==> config.mk <==
export PLATFORM = sky130hd
export DESIGN_NAME = seq_shifter
export DESIGN_NICKNAME = d
export VERILOG_FILES = /design/src/rtl/seq_shifter.sv
export SDC_FILE = /design/constraint.sdc
export NUM_CORES = 1
export LEC_CHECK = 0
export CAP_MARGIN = 20
export CORE_MARGIN = 5
export CORE_UTILIZATION = 50
export DETAILED_ROUTE_END_ITERATION = 10
export PLACE_DENSITY = 0.95
export SLEW_MARGIN = 20
export SYNTH_ARGS = -nofsm -noshare
export SYNTH_HDL_FRONTEND = slang
export SYNTH_SLANG_ARGS = --single-unit
==> constraint.sdc <==
create_clock -name clk -period 3 [get_ports clk]
set_clock_uncertainty 0.2 [all_clocks]
set_input_delay 0.9 -clock clk [delete_from_list [all_inputs] [get_ports clk]]
set_output_delay 0.9 -clock clk [all_outputs]
set_load 0.02 [all_outputs]
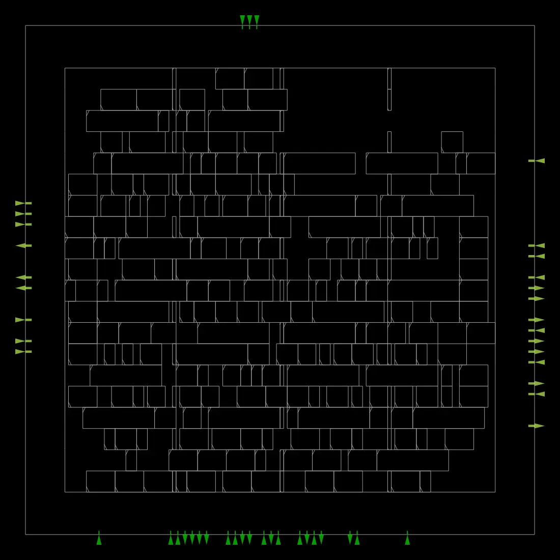
Figure 1: run 1, cell outlines without signal wires.
Seq/total area: 32.0%
final std cells w/o fill: 244
row cnt: 20

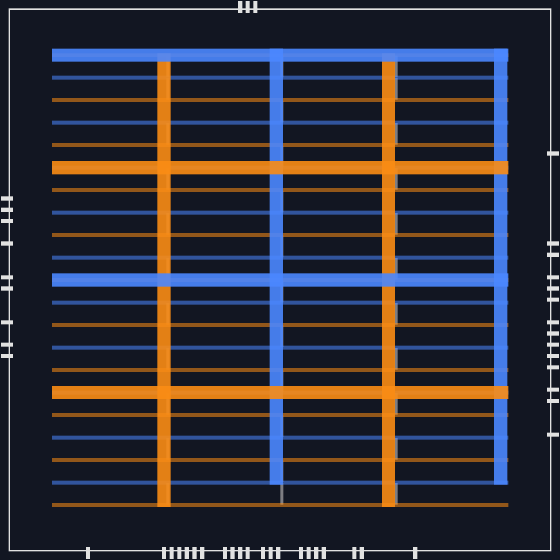
Figure 2: run 1, supply network.
Pins as bars on the die edge. Tap cells in gray.
orange -> VSS
blue -> VDD
met5 straps = 4
met4 straps = 4
tap cells = 33
rows = 20
met1 rails = 21
die width: 65.3 um
VDD IR max: 0.000503 V

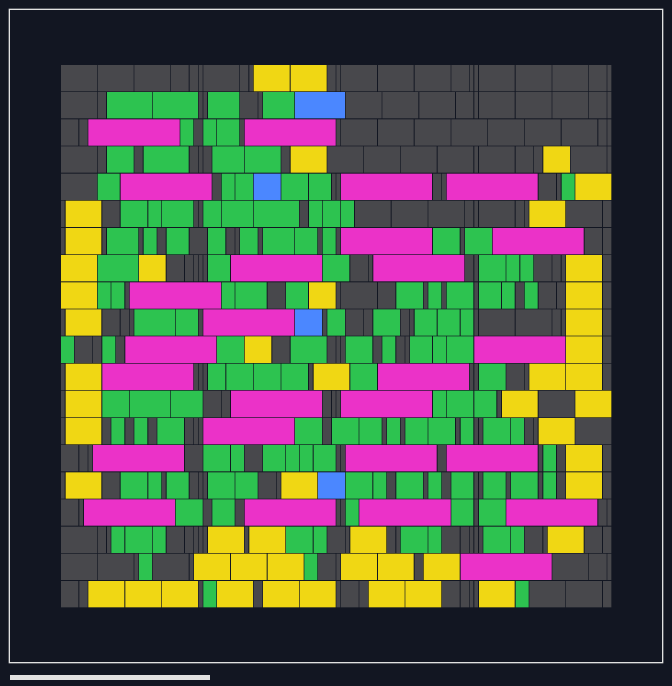
Figure 3: run 1, cell classes on the final placement.
Scale bar: 20 um. Fill, decap, tap and diode cells in gray.
magenta -> sequential cells  # cells 26
yellow -> remaining buffers and delay cells  # cells 50
blue -> clock drivers and dummy loads  # cells 4
green -> combinational and other logic  # cells 131
Core ar.: 3000 um2
final core occ: 67.6%
post-route design area: 2030 um2

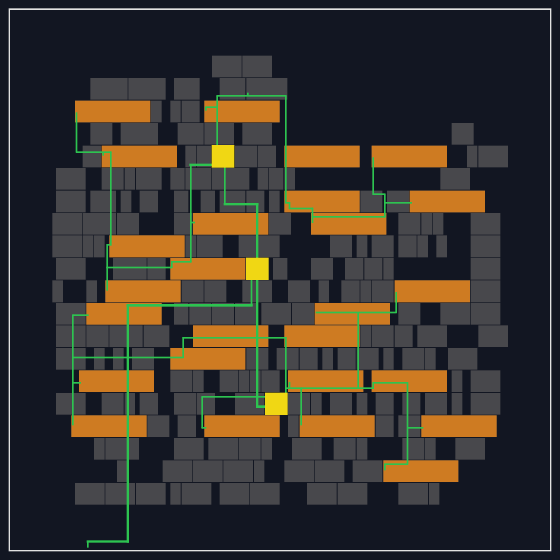
Figure 4: run 1, routed clock nets over the placement.
yellow -> clock drivers  # count 3
green -> clock wires  # length 327 um
orange -> flip-flops  # count 26
routed clock nets = 4
Clock Power: 0.182 mW
Clock Power Share: 8.1%
Clock Latency Late Sink: 0.33 ns

==> metrics.yaml, run 1 <==
status: "complete, no violations"
wl_per_cell_um: 14.9
cts_tree: "done"
firstDrtPassIters: 4
cp_max_fo: 9
first_global_vias: 1353
r2r.worst_path.cells: 4
simple_gate_share_pct: 22.2
crit_family: "buffers and inverters"
flop_cell: "dfrtp_1"
synthMuxAreaShare_pct: 1.47
synthXorXnorAreaFrac_pct: 0.573
inv_count: 8
use_met2_pct: 29.8
cp_cell_sequence: "inv_1, nor2_1, clkdlybuf4s50_1"
clock.fmax_mhz: 360
clockBufferDepth: 2
dieArea_um2: 4260
dp_hpwl_mm: 2.59
yosysMostFrequentCell: "dfrtp_1"
wl_met1_mm: 1.63
drive_above_1_share_pct: 6.16
finalSetupTns_ns: 0
layout_top_cell: "clkdlybuf4s50_1"
endpoint_kind: "output pin"
synthAdderAreaFrac_pct: 1.64
ctsHoldBuffers: 0
largest_reg_flops: 17
fp_util_pct: 50.9
slew-limit-headroom_pct: 47.1
==> run 1 -> run 2 <==
--- a/config.mk
+++ b/config.mk
@@ -14,3 +14,4 @@
 export SYNTH_ARGS = -nofsm -noshare
 export SYNTH_HDL_FRONTEND = slang
 export SYNTH_SLANG_ARGS = --single-unit
+export TNS_END_PERCENT = 1
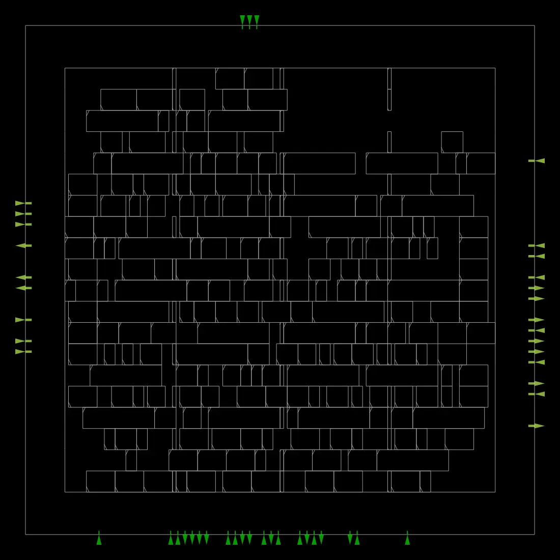
Figure 5: run 2, cell outlines without signal wires.
seq_cells: 26
tapcell count: 33

==> run 2 against run 1 <==
Register-to-register slack hardly changed. Design area stayed put. Sequential power hardly changed. Worst setup slack did not move. Via count unchanged. Die size did not move. Clock power hardly changed. Synthesized cell count stayed put. First-iteration DRC count did not move. Final cell count stayed put. Hold slack unchanged. Core utilization is the same. Highest routed layer unchanged.
==> metrics.yaml, run 2 <==
status: "complete, no violations"
cts_tree: "done"
cp.depth: 3
synthAdderAreaFrac_pct: 1.64  # unchanged
simple_gate_share_pct: 22.2  # unchanged
htree_levels: 1
clock_power_mw: 0.182  # about the same
dp_hpwl_mm: 2.59  # unchanged
use_met2_pct: 29.8  # unchanged
insertion_delay_ns: 0.33  # about the same
ctsHoldBuffers: 0  # unchanged
yosysMostFrequentCell: "dfrtp_1"
seq_share_pct: 32.0  # unchanged
finalNonFillerCells: 244  # unchanged
inv_count: 8  # unchanged
fp_util_pct: 50.9  # unchanged
finalSetupTns_ns: 0  # unchanged
endpoint_kind: "output pin"
cp_cell_sequence: "inv_1, nor2_1, clkdlybuf4s50_1"
wl_per_cell_um: 14.9  # unchanged
first_global_vias: 1353  # unchanged
coreArea_um2: 3000  # unchanged
wl_met1_mm: 1.63  # unchanged
ys.flops: 26
cp_max_fo: 9  # unchanged
dieArea_um2: 4260  # unchanged
drive_above_1_share_pct: 6.16  # unchanged
cellLeakagePower_nw: 0.803
largest_reg_flops: 17  # unchanged
fin_area_um2: 2030  # unchanged
crit_family: "buffers and inverters"
clkPwrFrac_pct: 8.1  # about the same
final_core_util_pct: 67.6  # unchanged
slew-limit-headroom_pct: 47.1  # unchanged
clockBufferDepth: 2  # unchanged
wl_met2_mm: 1.77
flop_cell: "dfrtp_1"
post_cts_resized: 0
rows: 20  # unchanged
firstDrtPassIters: 4  # unchanged
clock.fmax_mhz: 360  # unchanged
r2r.worst_path.cells: 4  # unchanged
die_x_um: 65.3  # unchanged
synthXorXnorAreaFrac_pct: 0.573  # unchanged
layout_top_cell: "clkdlybuf4s50_1"
Figure 6. The metal 2 layer (run 2).
Scale bar: 20 um.
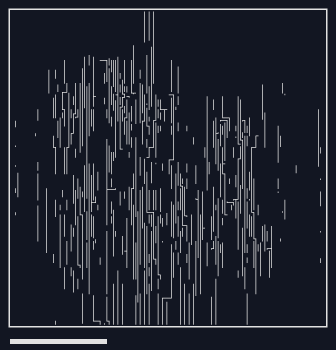

==> run 2 -> run 3 <==
--- a/config.mk
+++ b/config.mk
@@ -6,7 +6,6 @@
 export NUM_CORES = 1
 export LEC_CHECK = 0
 export CAP_MARGIN = 20
-export CORE_MARGIN = 5
 export CORE_UTILIZATION = 50
 export DETAILED_ROUTE_END_ITERATION = 10
 export PLACE_DENSITY = 0.95
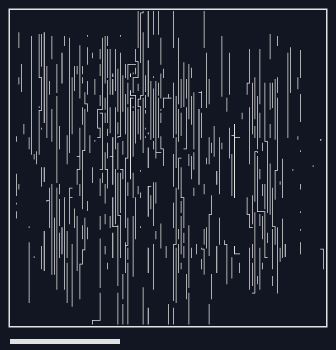
Figure 7: run 3, the metal 2 layer.
Scale bar: 20 um.
nets with wire on the layer = 197
share of all routed wire = 48%
longest straight run = 21.4 um
wire length on this layer = 1760 um
main direction = vertical
routed vias: 1434
Routed WL: 3.64 mm
GR Util met2: 40.0%

==> run 3 against run 2 <==
The flow now finishes with violations (design-rule violations). Combinational power hardly changed. Critical path type unchanged. Synthesized cell count stayed put. Global-route usage is 6.1 points higher. Power is 0.55% higher. Via count is 0.77% higher.
==> metrics.yaml, run 3 <==
insertion_delay_ns: 0.33  # about the same
clock_power_mw: 0.179  # about the same
coreArea_um2: 2830  # -5.8%
largest_reg_flops: 17  # unchanged
dieArea_um2: 3280  # -23%
r2r.worst_path.cells: 4  # unchanged
clkPwrFrac_pct: 8.0  # about the same
fin_area_um2: 2030  # -0.12%
ctsHoldBuffers: 0  # unchanged
yosysMostFrequentCell: "dfrtp_1"
finalSetupTns_ns: 0  # unchanged
wl_per_cell_um: 15.0  # +1.0%
wl_met1_mm: 1.58  # -2.8%
cp_max_fo: 9  # unchanged
first_global_vias: 1368  # +1.1%
cp.depth: 3  # unchanged
io-pin-count: 47
final_core_util_pct: 71.7  # +4.1 points
drc: 4
status: "finished, violations left"
crit_buf_inv: 2
slew-limit-headroom_pct: 33.8  # -13 points
finalNonFillerCells: 242  # -0.82%
cp_cell_sequence: "inv_1, nor2_1, clkdlybuf4s50_1"
final_nets: 241
die_x_um: 57.3  # -12%
clock.fmax_mhz: 358  # -0.66%
cellLeakagePower_nw: 0.803  # about the same
htree_levels: 1  # unchanged
drive_above_1_share_pct: 6.16  # unchanged
violations: "design-rule violations"
highest_layer: "met4"
crit_family: "buffers and inverters"
simple_gate_share_pct: 22.2  # unchanged
fp_util_pct: 54.0  # +3.1 points
wl_met2_mm: 1.76  # -0.45%
layout_top_cell: "clkdlybuf4s50_1"
dp_hpwl_mm: 2.61  # +0.79%
endpoint_kind: "output pin"
rows: 19  # -5.0%
post_cts_resized: 0  # unchanged
inv_count: 8  # unchanged
tap_cells: 31  # -6.1%
grt.busiest_layer: "met2"
firstDrtPassIters: 8  # +4
power_density_nw_per_um2: 1110
flops: 26  # unchanged
ys.flops: 26  # unchanged
flop_cell: "dfrtp_1"
clockBufferDepth: 2  # unchanged
Power figures rest on the tool's default switching activity, not on a simulated workload.
